===== src/rtl/uart_cmd_bridge.sv =====
// Byte-oriented register read/write command bridge between the UART rx/tx FIFOs
// and a simple internal register bus. Every output is registered.
module uart_cmd_bridge #(
  parameter int          TIMEOUT_CYCLES = 100000,
  parameter logic [7:0]  CMD_WR         = 8'h57,
  parameter logic [7:0]  CMD_RD         = 8'h52,
  parameter logic [7:0]  ACK_BYTE       = 8'h06,
  parameter logic [7:0]  NAK_BYTE       = 8'h15
) (
  input  logic       clk,
  input  logic       reset_n,
  input  logic [7:0] r_data,
  input  logic       rx_empty,
  output logic       rd_uart,
  output logic [7:0] w_data,
  output logic       wr_uart,
  input  logic       tx_full,
  output logic [7:0] reg_addr,
  output logic [7:0] reg_wdata,
  output logic       reg_we,
  output logic       reg_re,
  input  logic [7:0] reg_rdata,
  output logic       busy,
  output logic       err_timeout
);

  localparam int CNT_W = $clog2(TIMEOUT_CYCLES) + 1;
  localparam logic [CNT_W-1:0] CNT_LAST = CNT_W'(TIMEOUT_CYCLES - 1);

  typedef enum logic [3:0] {
    IDLE,
    CMD_CAP,
    ADDR_FETCH,
    ADDR_CAP,
    DATA_FETCH,
    DATA_CAP,
    BUS,
    RD_WAIT,
    RESP
  } state_t;

  state_t           state_q, state_d;
  logic [CNT_W-1:0] cnt_q, cnt_d;
  logic             is_wr_q, is_wr_d;
  logic             rd_uart_q, rd_uart_d;
  logic             wr_uart_q, wr_uart_d;
  logic [7:0]       w_data_q, w_data_d;
  logic [7:0]       reg_addr_q, reg_addr_d;
  logic [7:0]       reg_wdata_q, reg_wdata_d;
  logic             reg_we_q, reg_we_d;
  logic             reg_re_q, reg_re_d;
  logic             busy_q, busy_d;
  logic             err_timeout_q, err_timeout_d;

  // Strobes default low each cycle; the inter-byte counter only survives in the fetch states.
  always_comb begin
    state_d       = state_q;
    cnt_d         = '0;
    is_wr_d       = is_wr_q;
    rd_uart_d     = 1'b0;
    wr_uart_d     = 1'b0;
    w_data_d      = w_data_q;
    reg_addr_d    = reg_addr_q;
    reg_wdata_d   = reg_wdata_q;
    reg_we_d      = 1'b0;
    reg_re_d      = 1'b0;
    err_timeout_d = 1'b0;

    case (state_q)
      IDLE: begin
        if (!rx_empty) begin
          rd_uart_d = 1'b1;
          state_d   = CMD_CAP;
        end
      end
      CMD_CAP: begin
        if (r_data == CMD_WR) begin
          is_wr_d = 1'b1;
          state_d = ADDR_FETCH;
        end else if (r_data == CMD_RD) begin
          is_wr_d = 1'b0;
          state_d = ADDR_FETCH;
        end else begin
          w_data_d = NAK_BYTE;
          state_d  = RESP;
        end
      end
      ADDR_FETCH, DATA_FETCH: begin
        if (!rx_empty) begin
          rd_uart_d = 1'b1;
          state_d   = (state_q == ADDR_FETCH) ? ADDR_CAP : DATA_CAP;
        end else if (cnt_q == CNT_LAST) begin
          // Abandon the partial packet silently: no bus access, no response byte.
          err_timeout_d = 1'b1;
          state_d       = IDLE;
        end else begin
          cnt_d = cnt_q + 1'b1;
        end
      end
      ADDR_CAP: begin
        reg_addr_d = r_data;
        state_d    = is_wr_q ? DATA_FETCH : BUS;
      end
      DATA_CAP: begin
        reg_wdata_d = r_data;
        state_d     = BUS;
      end
      BUS: begin
        if (is_wr_q) begin
          reg_we_d = 1'b1;
          w_data_d = ACK_BYTE;
          state_d  = RESP;
        end else begin
          reg_re_d = 1'b1;
          state_d  = RD_WAIT;
        end
      end
      RD_WAIT: begin
        w_data_d = reg_rdata;
        state_d  = RESP;
      end
      RESP: begin
        if (!tx_full) begin
          wr_uart_d = 1'b1;
          state_d   = IDLE;
        end
      end
      default: state_d = IDLE;
    endcase

    busy_d = (state_d != IDLE);
  end

  always_ff @(posedge clk or negedge reset_n) begin
    if (!reset_n) begin
      state_q       <= IDLE;
      cnt_q         <= '0;
      is_wr_q       <= 1'b0;
      rd_uart_q     <= 1'b0;
      wr_uart_q     <= 1'b0;
      w_data_q      <= 8'h00;
      reg_addr_q    <= 8'h00;
      reg_wdata_q   <= 8'h00;
      reg_we_q      <= 1'b0;
      reg_re_q      <= 1'b0;
      busy_q        <= 1'b0;
      err_timeout_q <= 1'b0;
    end else begin
      state_q       <= state_d;
      cnt_q         <= cnt_d;
      is_wr_q       <= is_wr_d;
      rd_uart_q     <= rd_uart_d;
      wr_uart_q     <= wr_uart_d;
      w_data_q      <= w_data_d;
      reg_addr_q    <= reg_addr_d;
      reg_wdata_q   <= reg_wdata_d;
      reg_we_q      <= reg_we_d;
      reg_re_q      <= reg_re_d;
      busy_q        <= busy_d;
      err_timeout_q <= err_timeout_d;
    end
  end

  assign rd_uart     = rd_uart_q;
  assign wr_uart     = wr_uart_q;
  assign w_data      = w_data_q;
  assign reg_addr    = reg_addr_q;
  assign reg_wdata   = reg_wdata_q;
  assign reg_we      = reg_we_q;
  assign reg_re      = reg_re_q;
  assign busy        = busy_q;
  assign err_timeout = err_timeout_q;

endmodule


===== config.mk =====
export PLATFORM = sky130hd
export DESIGN_NAME = uart_cmd_bridge
export DESIGN_NICKNAME = d
export VERILOG_FILES = /design/src/rtl/uart_cmd_bridge.sv
export SDC_FILE = /design/constraint.sdc
export NUM_CORES = 1
export LEC_CHECK = 0
export CAP_MARGIN = 10
export CORE_MARGIN = 8
export CORE_UTILIZATION = 35
export DETAILED_ROUTE_END_ITERATION = 7
export GPL_TIMING_DRIVEN = 1
export HOLD_SLACK_MARGIN = 0.03
export SYNTH_ARGS = -nofsm -noshare
export SYNTH_HDL_FRONTEND = slang
export SYNTH_SLANG_ARGS = --single-unit

===== constraint.sdc =====
create_clock -name clk -period 4.91 [get_ports clk]
set_input_delay 0.982 -clock clk [delete_from_list [all_inputs] [get_ports clk]]
set_output_delay 0.982 -clock clk [all_outputs]
set_load 0.05 [all_outputs]

==> run_1/gate_families.png <==
Scale: 4 px per um.
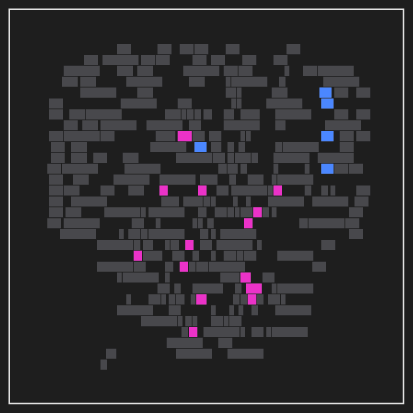
| family | colour | cells | most used |
|---|---|---|---|
| AND-OR and OR-AND gates | blue | 5 | a22o_1 |
| AND and OR gates | magenta | 14 | and3_1 |
combinational fraction of the cell area: 32.4%
Cell Count, Final, Fillers Out: 339
dominant logic cell type in the layout: dfrtp_1

==> run_1/final_placement.png <==
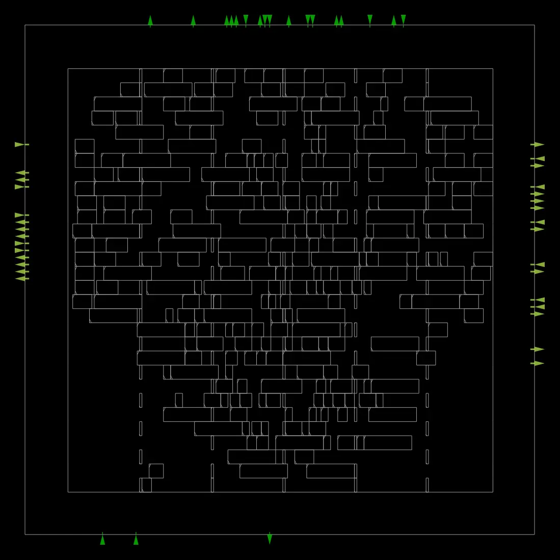
fill cell count: 656
flop count: 53

==> run_1/port_nets.png <==
Scale: 3 px per um.
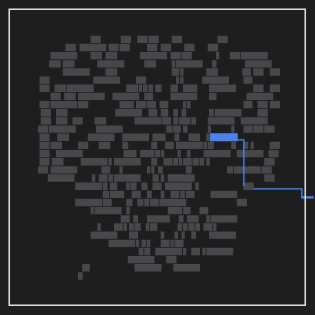
| port | colour | direction | edge | end cells | buffers | wire |
|---|---|---|---|---|---|---|
| busy | blue | output | right | 1 | 1 | 37.3 um |

==> run_1/pins.png <==
Scale: 4 px per um. Pins as bars across the die edge, other pins in grey.
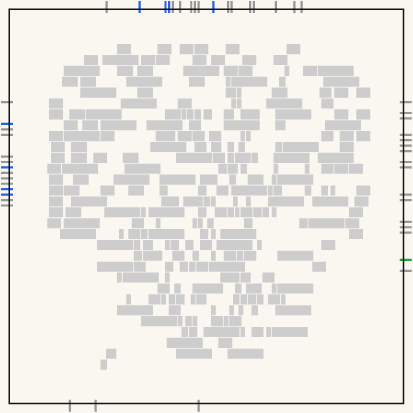
| port | colour | pins | direction | edge |
|---|---|---|---|---|
| busy | green | 1 | output | right |
| reg_wdata | blue | 8 | output | 4 top, 4 left |
die x size: 98.2 um
Buffers on Ports: 49
Chip Height: 98.2 um

==> results.ini, run 1 <==
[critical_path]
r2r-start = cnt_q[5]$_DFF_PN0_
arrival_ps = 2940
crit_fanout = 10
critPathKind = primary input to register
crit_end = w_data[1]$_DFFE_PN0P_
worst_setup_path_start_kind = primary input
worstRegToRegCells = 5
crit_buf_inv = 1
cp-startpoint = r_data[6]
cpPeakStageDelay_ps = 490
crit_required_ps = 5110

[logic_synthesis]
post-synth-top-area-fraction_pct = 56.1
mux_share_pct = 8.58
ff_type = dfrtp_1
edf_count = 0
yosysMostFrequentCell = dfrtp_1
yosys_area_um2 = 2360
synthXorXnorAreaFrac_pct = 6.30
logic_family = simple AND/OR/NAND/NOR gates

[final_layout]
flop_area_um2 = 1330
nets = 279
combGateArea_um2 = 973
buf_share_pct = 16.4
fin_util_pct = 45.0

[routing]
via_count = 1701
ant_nets = 0
wl_per_cell_um = 14.6

[global_route]
grt_usage_pct = 10.7
grt-ovfl-total = 0
antenna_found_initial = 0

[floorplan]
io_pins = 50
n_tap_cell = 80
fp_util_pct = 35.4
rows = 30

[timing]
period_used_pct = 55.7
slew_viol_final = 0
setup_viol = 0
min_period_ps = 2730
relSlewSlack_pct = 53.0

[run_status]
status = finished, final reports clean

[clocking]
cts_resized = 0
clockRootBuffer = clkbuf_8
clockBufferDepth = 2
clk_latency_ps = 310

[place]
dpl.cell_count = 331

[power]
ir_drop_v = 0.000318
power_density_nw_per_um2 = 443
leakagePower_nw = 1.28

[min_path]
min_path_cells = 1

==> run 1: layer usage <==
| metal | wire length (um) | track usage, % | part of all wire (%) |
|---|---|---|---|
| met3 | 268 | 3.34 | 5.4 |
| met4 | 85 | 4.60 | 1.7 |
| met1 | 2390 | 13.8 | 48 |
| met5 | 0 | 0 | 0 |
| met2 | 2200 | 15.9 | 44 |
==> run 1: per-stage QoR <==
step	setup WS, ps	cell area (um2)
final	2180	3010
after global routing	2110	3010
after CTS	2170	3010
after detailed placement	1830	2920
after global placement	1870	2920
after floorplan	2680	2360
==> run 1: power by group <==
group | total, W | switching (W) | internal [W]
sequential | 0.000561 | 0.0000517 | 0.000509
clock | 0.000251 | 0.000149 | 0.000102
combinational | 0.000519 | 0.000332 | 0.000187
total | 0.00133 | 0.000533 | 0.000798
==> run_1/drive_strength.png <==
Scale: 4 px per um.
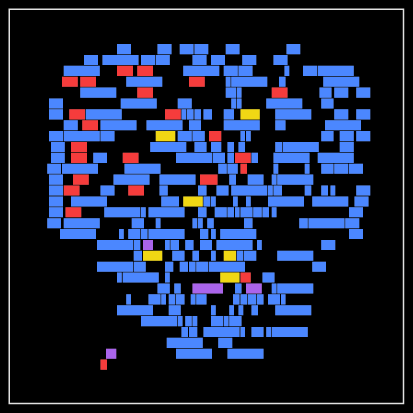

==> run 1 -> run 2 <==
==> constraint.sdc (replaced) <==
create_clock -name clk -period 2.67 [get_ports clk]
set_input_delay 0.534 -clock clk [delete_from_list [all_inputs] [get_ports clk]]
set_output_delay 0.534 -clock clk [all_outputs]
set_load 0.05 [all_outputs]
==> run_2/drive_strength.png <==
Scale: 4 px per um.
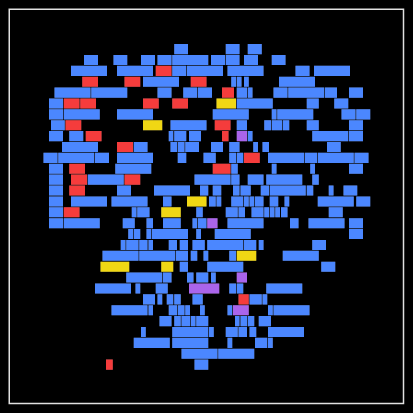
| size | colour | cells | share | most used |
|---|---|---|---|---|
| drive 2 | red | 23 | 8.8% | mux2_2 |
| drive 3 to 4 | purple | 5 | 1.9% | buf_4 |
| drive 6 and up | yellow | 7 | 2.7% | clkbuf_8 |
| drive 1 or less | blue | 226 | 87% | dfrtp_1 |

==> results.ini, run 2 <==
[critical_path]
crit_fanout = 2  ; was 10
crit_buf_inv = 1  ; unchanged
cp-startpoint = reg_addr[3]$_DFFE_PN0P_  ; was r_data[6]
path_cells = clkdlybuf4s50_1  ; was clkdlybuf4s50_1 > nor4bb_1 > nand4b_1 > a21oi_2 > mux2_2
cpPeakStageDelay_ps = 830  ; was 490 ps
crit_required_ps = 2140  ; was 5110 ps

[timing]
min_period_ps = 2030
setup_viol = 0  ; unchanged
slew_viol_final = 0  ; unchanged
relSlewSlack_pct = 51.0  ; was 53.0%

[routing]
via_count = 1681  ; was 1701
wl_per_cell_um = 15.0  ; was 14.6 um
ant_nets = 0  ; unchanged

[final_layout]
combGateArea_um2 = 973  ; unchanged
flop_area_um2 = 1330  ; unchanged
layout_top_cell = dfrtp_1  ; unchanged
fin_util_pct = 45.4  ; was 45.0%
final_area_um2 = 3030  ; was 3010 um2
stdcell_count = 341  ; was 339
nets = 281  ; was 279

[logic_synthesis]
ff_type = dfrtp_1  ; unchanged
yosys_area_um2 = 2360  ; unchanged
edf_count = 0  ; unchanged
logic_family = simple AND/OR/NAND/NOR gates  ; unchanged
post-synth-top-area-fraction_pct = 56.1  ; unchanged

[place]
portBuffers = 49  ; unchanged
post-place-ws_ps = 336  ; was 1830 ps
dpl_cell_area_um2 = 2940  ; was 2920 um2

[clocking]
cts_sinks = 53  ; unchanged
clk_latency_ps = 310  ; about the same
cts_resized = 0  ; unchanged

[power]
power_density_nw_per_um2 = 814  ; was 443 nW/um2
leakagePower_nw = 1.30  ; was 1.28 nW
ir_drop_v = 0.000631  ; was 0.000318 V

[global_route]
grt_usage_pct = 11.3  ; was 10.7%
antenna_found_initial = 0  ; unchanged

[floorplan]
fp.dieW_um = 98.2  ; unchanged
io_pins = 50  ; unchanged
die_h_um = 98.2  ; unchanged
rows = 30  ; unchanged
fp_util_pct = 35.4  ; unchanged

[run_status]
status = finished, final reports clean  ; unchanged

==> run_2/pins.png <==
Scale: 4 px per um. Pins as bars across the die edge, other pins in grey.
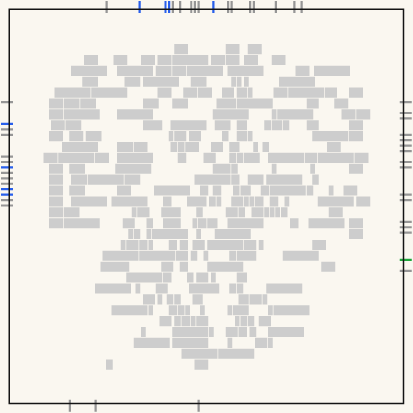
| port | colour | pins | direction | edge |
|---|---|---|---|---|
| reg_wdata | blue | 8 | output | 4 top, 4 left |
| busy | green | 1 | output | right |
all pins by edge: 17 top, 16 right, 14 left, 3 bottom

## run 2: per-layer routing
metal  vias up  GRT usage (%)  wire [um]
met5         -              0          0
met4         0           4.25         83
met3         7           3.49        267
met2        39           16.9       2210
met1       804           14.8       2560
li1        831              -          -
## run 2: where the power goes
part           total (W)  switching (W)  leakage [nW]  internal [W]
sequential       0.00103      0.0000931         0.699      0.000937
clock           0.000466       0.000279        0.0445      0.000187
combinational   0.000972       0.000619         0.553      0.000354
## run 2: final cells by class
type / count / area share (%)
flip-flops and latches: 53 / 43.7
multi-input cells: 142 / 32.1
repair buffers: 52 / 17.2
well taps: 80 / 3.30
clock buffers: 5 / 2.27
inverters: 6 / 0.743
clock inverters: 3 / 0.701
Power and IR drop assume default switching activity.
